**Run 1: supply network**

Pins as bars on the die edge.
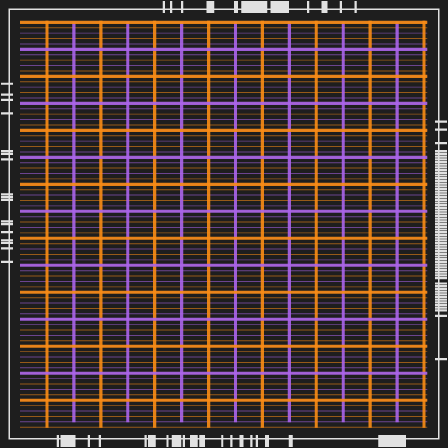
**Run 1: ports around the boundary**

Pins as bars across the die edge, other pins in gray.
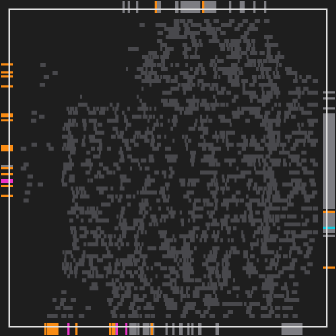
**Run 1: signal wires on met1**

Supply wires on this layer in gray.
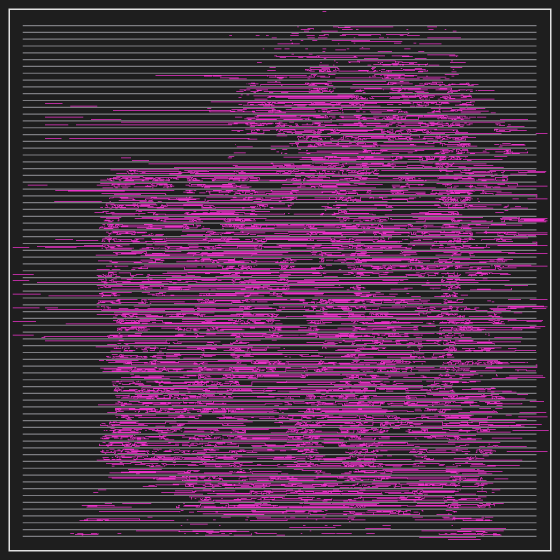
**Run 1: clock nets**

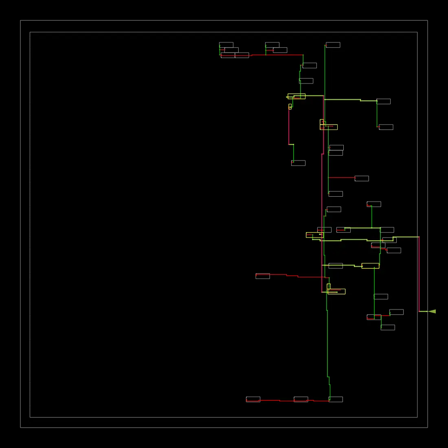
[src/rtl/alu_if.sv]
// Operand/result bundle between the EX-stage control and the registered ALU.
interface alu_if #(
  parameter int WIDTH = 32
);
  logic                 force_add;
  logic [WIDTH-1:0]     data_a;
  logic [WIDTH-1:0]     data_b;
  logic [5:0]           funct;
  logic [4:0]           shamt;
  logic [2*WIDTH-1:0]   hilo;
  logic [WIDTH-1:0]     data_out;
  logic                 is_zero;

  modport master (
    output force_add, data_a, data_b, funct, shamt, hilo,
    input  data_out, is_zero
  );

  modport slave (
    input  force_add, data_a, data_b, funct, shamt, hilo,
    output data_out, is_zero
  );
endinterface

[src/rtl/alu.sv]
// Registered integer ALU for the EX stage: R-type funct decode or forced ADD,
// one-cycle latency on both the result and the A==B flag used by BEQ.
module alu #(
  parameter int WIDTH = 32
) (
  input  logic  clka,
  input  logic  reset,
  alu_if.slave  bus
);
  localparam int SW = $clog2(WIDTH);

  localparam logic [5:0] F_SLL  = 6'h00;
  localparam logic [5:0] F_SRL  = 6'h02;
  localparam logic [5:0] F_SRA  = 6'h03;
  localparam logic [5:0] F_SLLV = 6'h04;
  localparam logic [5:0] F_SRLV = 6'h06;
  localparam logic [5:0] F_MFHI = 6'h10;
  localparam logic [5:0] F_MFLO = 6'h12;
  localparam logic [5:0] F_ADD  = 6'h20;
  localparam logic [5:0] F_ADDU = 6'h21;
  localparam logic [5:0] F_SUB  = 6'h22;
  localparam logic [5:0] F_SUBU = 6'h23;
  localparam logic [5:0] F_AND  = 6'h24;
  localparam logic [5:0] F_OR   = 6'h25;
  localparam logic [5:0] F_XOR  = 6'h26;
  localparam logic [5:0] F_NOR  = 6'h27;
  localparam logic [5:0] F_SLT  = 6'h2A;
  localparam logic [5:0] F_SLTU = 6'h2B;

  logic [WIDTH-1:0] data_out_reg;
  logic             is_zero_reg;
  logic [WIDTH-1:0] result_next;

  // Shared shifter: left shifts reuse the right-shift stages on bit-reversed data.
  logic             shift_left;
  logic             shift_arith;
  logic             shift_var;
  logic [SW-1:0]    shift_amt;
  logic             shift_fill;
  logic [WIDTH-1:0] b_rev;
  logic [WIDTH-1:0] shift_in;
  logic [WIDTH-1:0] stage [SW+1];
  logic [WIDTH-1:0] shr_out;
  logic [WIDTH-1:0] shl_out;

  assign shift_left  = (bus.funct == F_SLL) || (bus.funct == F_SLLV);
  assign shift_arith = (bus.funct == F_SRA);
  assign shift_var   = (bus.funct == F_SLLV) || (bus.funct == F_SRLV);
  assign shift_amt   = shift_var ? bus.data_a[SW-1:0] : bus.shamt[SW-1:0];
  assign shift_fill  = shift_arith & bus.data_b[WIDTH-1];
  assign shift_in    = shift_left ? b_rev : bus.data_b;
  assign stage[0]    = shift_in;
  assign shr_out     = stage[SW];

  for (genvar gi = 0; gi < WIDTH; gi++) begin : g_rev
    assign b_rev[gi]   = bus.data_b[WIDTH-1-gi];
    assign shl_out[gi] = shr_out[WIDTH-1-gi];
  end

  for (genvar gi = 0; gi < SW; gi++) begin : g_shift
    assign stage[gi+1] = shift_amt[gi]
                       ? {{(2**gi){shift_fill}}, stage[gi][WIDTH-1:2**gi]}
                       : stage[gi];
  end

  logic [WIDTH-1:0] sum;
  logic [WIDTH-1:0] diff;
  logic             lt_signed;
  logic             lt_unsigned;

  assign sum         = bus.data_a + bus.data_b;
  assign diff        = bus.data_a - bus.data_b;
  assign lt_signed   = $signed(bus.data_a) < $signed(bus.data_b);
  assign lt_unsigned = bus.data_a < bus.data_b;

  always_comb begin
    result_next = '0;
    if (bus.force_add) begin
      result_next = sum;
    end else begin
      case (bus.funct)
        F_SLL, F_SLLV:         result_next = shl_out;
        F_SRL, F_SRA, F_SRLV:  result_next = shr_out;
        F_MFHI:                result_next = bus.hilo[2*WIDTH-1:WIDTH];
        F_MFLO:                result_next = bus.hilo[WIDTH-1:0];
        F_ADD, F_ADDU:         result_next = sum;
        F_SUB, F_SUBU:         result_next = diff;
        F_AND:                 result_next = bus.data_a & bus.data_b;
        F_OR:                  result_next = bus.data_a | bus.data_b;
        F_XOR:                 result_next = bus.data_a ^ bus.data_b;
        F_NOR:                 result_next = ~(bus.data_a | bus.data_b);
        F_SLT:                 result_next = {{(WIDTH-1){1'b0}}, lt_signed};
        F_SLTU:                result_next = {{(WIDTH-1){1'b0}}, lt_unsigned};
        default:               result_next = '0;
      endcase
    end
  end

  // The equality flag ignores the opcode so BEQ can compare while force_add is high.
  always_ff @(posedge clka) begin
    if (reset) begin
      data_out_reg <= '0;
      is_zero_reg  <= 1'b0;
    end else begin
      data_out_reg <= result_next;
      is_zero_reg  <= (bus.data_a == bus.data_b);
    end
  end

  assign bus.data_out = data_out_reg;
  assign bus.is_zero  = is_zero_reg;
endmodule

[src/flat_wrapper.sv]
// flat-port wrapper written by rule: the top's interface ports become plain ports
module alu_flat 
#(
  parameter int WIDTH = 32
)
  (clka, reset, bus_force_add, bus_data_a, bus_data_b, bus_funct, bus_shamt, bus_hilo, bus_data_out, bus_is_zero);
  alu_if #(.WIDTH(WIDTH)) bus_i ();
  input  logic clka;
  input  logic reset;
  input wire logic [$bits(bus_i.force_add)-1:0] bus_force_add;
  input wire logic [$bits(bus_i.data_a)-1:0] bus_data_a;
  input wire logic [$bits(bus_i.data_b)-1:0] bus_data_b;
  input wire logic [$bits(bus_i.funct)-1:0] bus_funct;
  input wire logic [$bits(bus_i.shamt)-1:0] bus_shamt;
  input wire logic [$bits(bus_i.hilo)-1:0] bus_hilo;
  output wire logic [$bits(bus_i.data_out)-1:0] bus_data_out;
  output wire logic [$bits(bus_i.is_zero)-1:0] bus_is_zero;
  assign bus_i.force_add = bus_force_add;
  assign bus_i.data_a = bus_data_a;
  assign bus_i.data_b = bus_data_b;
  assign bus_i.funct = bus_funct;
  assign bus_i.shamt = bus_shamt;
  assign bus_i.hilo = bus_hilo;
  assign bus_data_out = bus_i.data_out;
  assign bus_is_zero = bus_i.is_zero;
  alu #(.WIDTH(WIDTH)) u_core (.clka(clka), .reset(reset), .bus(bus_i));
endmodule
[config.mk]
export PLATFORM = sky130hd
export DESIGN_NAME = alu_flat
export DESIGN_NICKNAME = d
export VERILOG_FILES = /design/src/rtl/alu_if.sv /design/src/rtl/alu.sv /design/src/flat_wrapper.sv
export SDC_FILE = /design/constraint.sdc
export NUM_CORES = 1
export LEC_CHECK = 0
export CAP_MARGIN = 5
export CORE_MARGIN = 5
export CORE_UTILIZATION = 25
export CTS_CLUSTER_DIAMETER = 40
export DETAILED_ROUTE_END_ITERATION = 10
export PLACE_DENSITY = 0.47
export SYNTH_ARGS = -nofsm -noshare
export SYNTH_HDL_FRONTEND = slang
export SYNTH_SLANG_ARGS = --single-unit
export TNS_END_PERCENT = 10
[constraint.sdc]
create_clock -name clka -period 8.35 [get_ports clka]
set_input_delay 1.67 -clock clka [delete_from_list [all_inputs] [get_ports clka]]
set_output_delay 1.67 -clock clka [all_outputs]
set_load 0.1 [all_outputs]
==> flow_metrics.py, run 1 <==
# Generated from Yosys and OpenROAD reports
metrics = {
    "outcome": {
        "status": "finished clean",
    },
    "cells_and_area": {
        "n_antenna_cell": 0,
        "n_all_buffers": 211,
        "largest_reg_flops": 32,
        "n_all_inverters": 100,
        "post-route-util": 0.308,
        "clock_buffers": 6,
        "multiInputCombCellCount": 1320,
        "ff_latch_area_um2": 661,
        "fill_cells": 4570,
        "seq_share": 0.0512,
        "stdcell_area_mm2": 0.0129,
        "logic_area_mm2": 0.00903,
        "final_nets": 1928,
        "instances_no_fill": 2211,
        "final_cell_mix": "clkdlybuf4s50_1 (173), a21oi_1 (156), nor2_1 (135), nand2_1 (117), ha_1 (113)",
        "area_delta_synth_final_pct": 22.0,
        "sh_comb_area": 0.700,
        "lay_top_count": "clkdlybuf4s50_1",
        "area_dominant_class": "multi-input combinational cells",
        "buffer_area_frac": 0.157,
        "clk_share": 0.0108,
        "layout-drive-gt1-share": 0.0568,
    },
    "synthesis": {
        "ys_warn_count": 0,
        "yosysTopAreaCellShare": 0.134,
        "ys_seq_share": 0.0625,
        "yosys-top-cells-area": "ha_1 (13%), a21oi_1 (7.5%), dfxtp_1 (6.2%)",
        "ys_chip_area_mm2": 0.0106,
        "synth-edff-count": 0,
        "ff_type": "dfxtp_1",
        "ys_cells": 1583,
        "synth_cell_types": 86,
        "avgSynthCellArea_um2": 6.68,
        "syn_nets": 1840,
        "synth_flops": 33,
        "yosysTopAreaCell": "ha_1",
        "synthArstFlopShare": 0,
        "syn_area_mm2": 0.0106,
        "syn_inst": 1583,
        "top_cell": "a21oi_1",
        "common_cells": "a21oi_1 (158), nor2_1 (139), nand2_1 (118)",
    },
    "grt": {
        "met2_usage": 0.440,
        "antenna_found_initial": 1,
        "grt_pass1_vias": 13300,
        "top_usage_layer": "met2",
        "grt_max_degree": 46,
        "met1_usage": 0.372,
        "grt.total_usage": 0.276,
        "grt_use_met3": 0.0371,
        "gr-total-overflow": 0,
        "grt_pass1_wl_um": 96600,
    },
    "final_timing": {
        "hold_viol_final": 0,
        "worst_pin_slew_ns": 1.36,
        "period_used_share": 0.810,
        "fin_ws_ns": 1.59,
        "fmax_mhz": 148,
        "setup-tns-final_ns": 0,
        "maxSlewHeadroom": 0.0732,
        "hold_slack_ns": 2.31,
        "setup_viol": 0,
        "fin_crit_ns": 6.76,
        "maxSlewViolCount": 0,
        "grt_setup_unrepaired": "no",
    },
    "clocking": {
        "cts_root_buffer": "clkbuf_16",
        "post-cts-setup-buffers": 0,
        "cts_tree": "done",
        "clock_path_buffers": 2,
        "clk_pin_slew_worst_paths_ns": 0.07,
        "cts-htree-levels": 2,
        "cts-resized-gates": 0,
        "postCtsHoldBufs": 0,
    },
    "worst_setup_path": {
        "cp-startpoint": "bus_funct[2]",
        "path_class": "input pin to register",
        "path_buffers": 2,
        "slowest_delay_ns": 1.13,
        "crit_family": "simple AND/OR/NAND/NOR gates",
        "critPathSlowestCell": "a2111oi_0",
        "endpoint_kind": "register",
        "cp_cell_sequence": "clkdlybuf4s50_1 -> nor2b_1 -> buf_4 -> nand3_1 -> nand2_1 -> nor3_1 -> a32oi_1 -> o221ai_1 -> a2111oi_0 -> and2_1 -> a211oi_1 -> o22ai_1",
        "startpoint_type": "input pin",
        "required_ns": 8.56,
        "crit_path_end": "u_core.bus.data_out[27]$_SDFF_PP0_",
        "cp_max_fo": 22,
        "critPathArrivalTime_ns": 6.97,
        "worst-path-stages": 12,
    },
    "placed_design": {
        "place_hpwl_um": 54200,
        "place_ws_ns": 1.43,
        "dp_cells": 2203,
        "placed_area_mm2": 0.0128,
        "place_congestion": 1.05,
        "port_buffers": 174,
    },
    "route": {
        "drtPass1Iterations": 6,
        "totalWireLength_um": 68500,
        "routedWlPerCell_um": 31.0,
        "ant_nets": 0,
        "dr.first_iter.drc_count": 1816,
        "viasPerCell": 6.41,
        "num_vias": 14200,
        "drc": 0,
    },
    "floorplanning": {
        "fp.coreArea_mm2": 0.0419,
        "ioPinCount": 175,
        "num_rows": 75,
        "initCoreUtil": 0.253,
        "die_area_mm2": 0.0465,
        "die_h_um": 216,
        "die_w_um": 216,
        "taps": 539,
    },
    "power_and_ir_drop": {
        "powerDensity_mw_per_mm2": 104,
        "leakagePower_nw": 4.99,
        "power_mw": 1.34,
        "peakVddDrop_uv": 70.9,
    },
    "flow_run": {
        "maxCapViolCount": 0,
        "warnings": 107,
    },
    "worst_hold_path": {
        "hold_class": "input pin to register",
    },
}
About 'supply network':
| color | net |
|---|---|
| purple | VDD |
| orange | VSS |
met1 rails: 76
met4 straps: 15
rows: 75
met5 straps: 15
signal pins: 175

About 'ports around the boundary':
| color | port | pins | direction | edge |
|---|---|---|---|---|
| magenta | bus_shamt | 5 | input | 3 bottom, 2 left |
| cyan | bus_is_zero | 1 | output | right |
| orange | bus_data_b | 32 | input | 14 bottom, 14 left, 2 top, 2 right |

About 'signal wires on met1':
longest straight run: 99.8 um
nets with wire on the layer: 1,747

About 'clock nets':
clock sinks: 33
CTS buffer count: 5
Clock net power: 0.201 mW
flop count: 33

[run 1: power breakdown]
part           internal, mW  switching [mW]
registers             0.172         0.00625
logic                 0.311           0.648
clock network         0.110          0.0904
total                 0.593           0.745
[run 1: kinds of logic (layout without fill, tap and decap cells)]
| kind of cell | after synthesis | count (layout) | synth area share |
|---|---|---|---|
| muxes | 32 | 32 | 0.0360 |
| adders and majority gates | 115 | 115 | 0.137 |
| buffers and inverters | 230 | 319 | 0.0877 |
| DFF | 33 | 33 | 0.0625 |
| xor gates and xnor gates | 54 | 54 | 0.0447 |
| and+or+nand+nor | 468 | 468 | 0.208 |
| AOI/OAI and AO/OA | 651 | 651 | 0.424 |
[run 1: worst min path at each step]
stage / slack, ns / to / startpoint / cells past startpoint
2_1_floorplan: 1.87 / u_core.bus.data_out[3]$_SDFF_PP0_ / reset / 3
3_3_place_gp: 2.61 / u_core.bus.data_out[0]$_SDFF_PP0_ / bus_funct[1] / 7
3_5_place_dp: 2.59 / u_core.bus.data_out[27]$_SDFF_PP0_ / bus_hilo[27] / 5
4_1_cts: 2.29 / u_core.bus.data_out[27]$_SDFF_PP0_ / bus_hilo[27] / 5
5_1_grt: 2.32 / u_core.bus.data_out[1]$_SDFF_PP0_ / bus_funct[1] / 5
6_report: 2.31 / u_core.bus.data_out[1]$_SDFF_PP0_ / bus_funct[1] / 5
[run 1: tightest hold or removal path, stage by stage]
cell and delay [ns]:
buf_2 0.08, buf_4 0.31, a222oi_1 0.18, o211a_1 0.11
a21oi_1 0.20
[run 1: per-layer routing]
metal,part of all wire,routed length [um]
met5,0,0
met4,0.055,3790
met3,0.094,6440
met2,0.44,30000
met1,0.41,28300
**Run 1: logic cells by family**

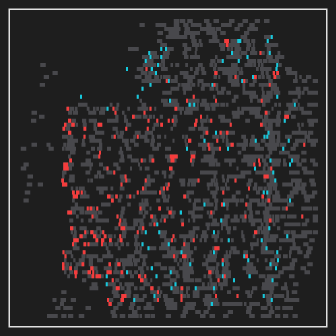

--- run 2 (diff from run 1) ---
--- a/config.mk
+++ b/config.mk
@@ -10,7 +10,7 @@
 export CORE_UTILIZATION = 25
 export CTS_CLUSTER_DIAMETER = 40
 export DETAILED_ROUTE_END_ITERATION = 10
-export PLACE_DENSITY = 0.47
+export PLACE_DENSITY = 0.48
 export SYNTH_ARGS = -nofsm -noshare
 export SYNTH_HDL_FRONTEND = slang
 export SYNTH_SLANG_ARGS = --single-unit
==> constraint.sdc (replaced) <==
create_clock -name clka -period 6 [get_ports clka]
set_input_delay 1.2 -clock clka [delete_from_list [all_inputs] [get_ports clka]]
set_output_delay 1.2 -clock clka [all_outputs]
set_load 0.1 [all_outputs]
**Run 2: logic cells by family**

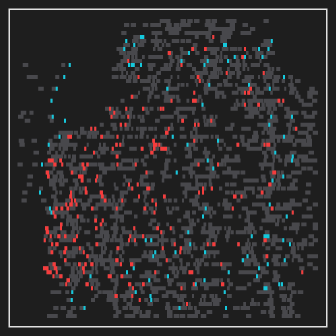
| color | family | cells |
|---|---|---|
| cyan | inverters | 100 |
| red | NAND gates | 213 |

==> run 2 against run 1 <==
  * Clock-buffer cell count fell by 1
  * Power rose by 46%
  * Synthesized cell count did not move
  * Clock power rose by 49%
  * Sequential power rose by 42%
  * Setup slack got worse by 1.4 ns
  * Cell area rose by 4.5%
  * Synthesized area did not move
  * Flip-flop count did not move
==> flow_metrics.py, run 2 <==
# Generated from Yosys and OpenROAD reports
metrics = {
    "final_timing": {
        "fin_ws_ns": 0.173,
        "fin_crit_ns": 5.83,
        "hold_viol_final": 0,
        "worst_pin_slew_ns": 1.14,
        "maxSlewHeadroom": 0.223,
        "fmax_mhz": 172,
        "setup_viol": 0,
        "grt_setup_unrepaired": "no",
        "period_used_share": 0.971,
        "setup-tns-final_ns": 0,
        "maxSlewViolCount": 0,
    },
    "worst_setup_path": {
        "required_ns": 6.20,
        "critPathSlowestCell": "clkdlybuf4s50_1",
        "endpoint_kind": "register",
        "path_class": "input pin to register",
        "crit_family": "AND-OR/OR-AND gates",
        "slowest_delay_ns": 0.69,
        "cp_cell_sequence": "clkdlybuf4s50_1 -> inv_1 -> ha_1 -> nor2_1 -> o21ai_0 -> a31oi_1 -> a211oi_1 -> o31ai_1 -> a21oi_1 -> xnor2_1 -> a221oi_1 -> o21ai_0 -> a22o_1",
        "path_buffers": 2,
        "cp_max_fo": 8,
        "startpoint_type": "input pin",
        "critical-path-top-cell-by-count": "o21ai_0",
        "critPathArrivalTime_ns": 6.03,
    },
    "floorplanning": {
        "fp.coreArea_mm2": 0.0419,
        "ioPinCount": 175,
        "die_w_um": 216,
        "num_rows": 75,
        "taps": 539,
        "die_area_mm2": 0.0465,
        "initCoreUtil": 0.253,
        "die_h_um": 216,
    },
    "synthesis": {
        "synth_flops": 33,
        "syn_inst": 1583,
        "ys_chip_area_mm2": 0.0106,
        "ys_warn_count": 0,
        "ys_cells": 1583,
        "yosys-top-cells-area": "ha_1 (13%), a21oi_1 (7.5%), dfxtp_1 (6.2%)",
        "synth-edff-count": 0,
        "avgSynthCellArea_um2": 6.68,
        "syn_nets": 1840,
        "yosysTopAreaCellShare": 0.134,
        "yosysTopAreaCell": "ha_1",
        "ys_seq_share": 0.0625,
        "ff_type": "dfxtp_1",
        "common_cells": "a21oi_1 (158), nor2_1 (139), nand2_1 (118)",
        "top_cell": "a21oi_1",
        "synthArstFlopShare": 0,
        "synth_cell_types": 86,
        "syn_area_mm2": 0.0106,
    },
    "route": {
        "totalWireLength_um": 71100,
        "drc": 0,
        "viasPerCell": 6.33,
        "drtPass1Iterations": 6,
        "ant_nets": 0,
        "dr.first_iter.drc_count": 2051,
        "routedWlPerCell_um": 31.1,
        "num_vias": 14500,
    },
    "placed_design": {
        "dp_cells": 2279,
        "place_ws_ns": 0.0679,
        "place_hpwl_um": 57400,
        "placed_area_mm2": 0.0133,
        "port_buffers": 174,
        "place_congestion": 1.08,
    },
    "cells_and_area": {
        "ff_latch_area_um2": 661,
        "multiInputCombCellCount": 1320,
        "lay_top_count": "clkdlybuf4s50_1",
        "sh_comb_area": 0.668,
        "n_antenna_cell": 0,
        "clk_share": 0.0106,
        "final_cell_mix": "clkdlybuf4s50_1 (173), a21oi_1 (157), nor2_1 (135), nand2_1 (117), ha_1 (113)",
        "logic_area_mm2": 0.00901,
        "stdcell_area_mm2": 0.0135,
        "area_dominant_class": "multi-input combinational cells",
        "clock_buffers": 5,
        "n_all_inverters": 100,
        "fill_cells": 4562,
        "instances_no_fill": 2287,
        "n_all_buffers": 287,
        "seq_share": 0.0490,
        "final_nets": 2004,
        "layout-drive-gt1-share": 0.0973,
        "buffer_area_frac": 0.194,
        "design.seq.count": 33,
        "largest_reg_flops": 32,
        "area_delta_synth_final_pct": 27.6,
    },
    "power_and_ir_drop": {
        "leakagePower_nw": 5.36,
        "peakVddDrop_uv": 99.1,
        "powerDensity_mw_per_mm2": 144,
    },
    "clocking": {
        "cts_inserted_buffers": 5,
        "clock_path_buffers": 2,
        "cts.sinks": 33,
        "postCtsHoldBufs": 0,
        "cts_tree": "done",
        "cts-resized-gates": 0,
        "cts-htree-levels": 2,
        "post-cts-setup-buffers": 0,
        "cts_root_buffer": "clkbuf_16",
        "clk_pin_slew_worst_paths_ns": 0.07,
    },
    "grt": {
        "top_usage_layer": "met2",
        "antenna_found_initial": 0,
        "grt_use_met3": 0.0533,
        "met2_usage": 0.444,
        "gr-total-overflow": 0,
        "grt_pass1_wl_um": 100000,
        "grt_max_degree": 53,
        "met1_usage": 0.395,
        "grt_pass1_vias": 13600,
        "grt.total_usage": 0.288,
    },
    "worst_hold_path": {
        "hold_path_end": "u_core.bus.data_out[0]$_SDFF_PP0_",
        "worstHoldStart": "bus_funct[1]",
        "hold_class": "input pin to register",
        "hold-path-cell-count": 6,
    },
    "flow_run": {
        "warnings": 107,
        "maxCapViolCount": 0,
    },
    "outcome": {
        "status": "finished clean",
    },
}
**Run 2: ports around the boundary**

Pins as bars across the die edge, other pins in gray.
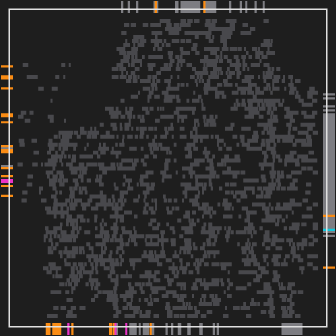
| color | port | pins | direction | edge |
|---|---|---|---|---|
| cyan | bus_is_zero | 1 | output | right |
| magenta | bus_shamt | 5 | input | 3 bottom, 2 left |
| orange | bus_data_b | 32 | input | 14 bottom, 14 left, 2 top, 2 right |

-- run 2: cell counts after synthesis --
Identical to the previous run, type by type.
-- run 2: power breakdown --
part           internal, mW  total [mW]  leakage [nW]  switching, mW
Clock                 0.154       0.299        0.0696          0.146
Sequential            0.239       0.252         0.271         0.0127
Combinational         0.472        1.40          5.02          0.924
-- run 2: metal layers --
metal	part of all wire	wire [um]
met3	0.092	6570
met4	0.049	3500
met2	0.43	30300
met1	0.43	30700
met5	0	0
-- run 2: cells by family after synthesis --
group | after synthesis | synth area share
flip-flops | 33 | 0.0625
adder cells (fa/ha/maj) | 115 | 0.137
buffers and inverters | 230 | 0.0877
multiplexers | 32 | 0.0360
XOR/XNOR | 54 | 0.0447
AND/OR/NAND/NOR | 468 | 0.208
AND-OR/OR-AND | 651 | 0.424
-- run 2: how the worst max path moves through the flow --
stage | endpoint | slack (ns) | start | cells after the start
2_1_floorplan | u_core.bus.data_out[24]$_SDFF_PP0_ | 1.77 | bus_data_a[0] | 16
3_3_place_gp | u_core.bus.data_out[24]$_SDFF_PP0_ | -0.13 | bus_data_b[4] | 13
3_5_place_dp | u_core.bus.data_out[24]$_SDFF_PP0_ | 0.07 | bus_data_b[4] | 13
4_1_cts | u_core.bus.data_out[24]$_SDFF_PP0_ | 0.37 | bus_data_b[4] | 13
5_1_grt | u_core.bus.data_out[24]$_SDFF_PP0_ | 0.03 | bus_data_b[4] | 13
6_report | u_core.bus.data_out[24]$_SDFF_PP0_ | 0.17 | bus_data_b[4] | 13
-- run 2: metrics by stage --
stage	total power, mW	hold slack, ns	utilization
6_report	1.95	1.67	0.322
5_1_grt	2.01	1.72	0.322
4_1_cts	1.91	1.64	0.322
3_5_place_dp	1.60	1.98	0.319
3_3_place_gp	1.62	1.98	0.319
2_1_floorplan	1.04	1.40	-
Power figures rest on the tool's default switching activity, not on a simulated workload.
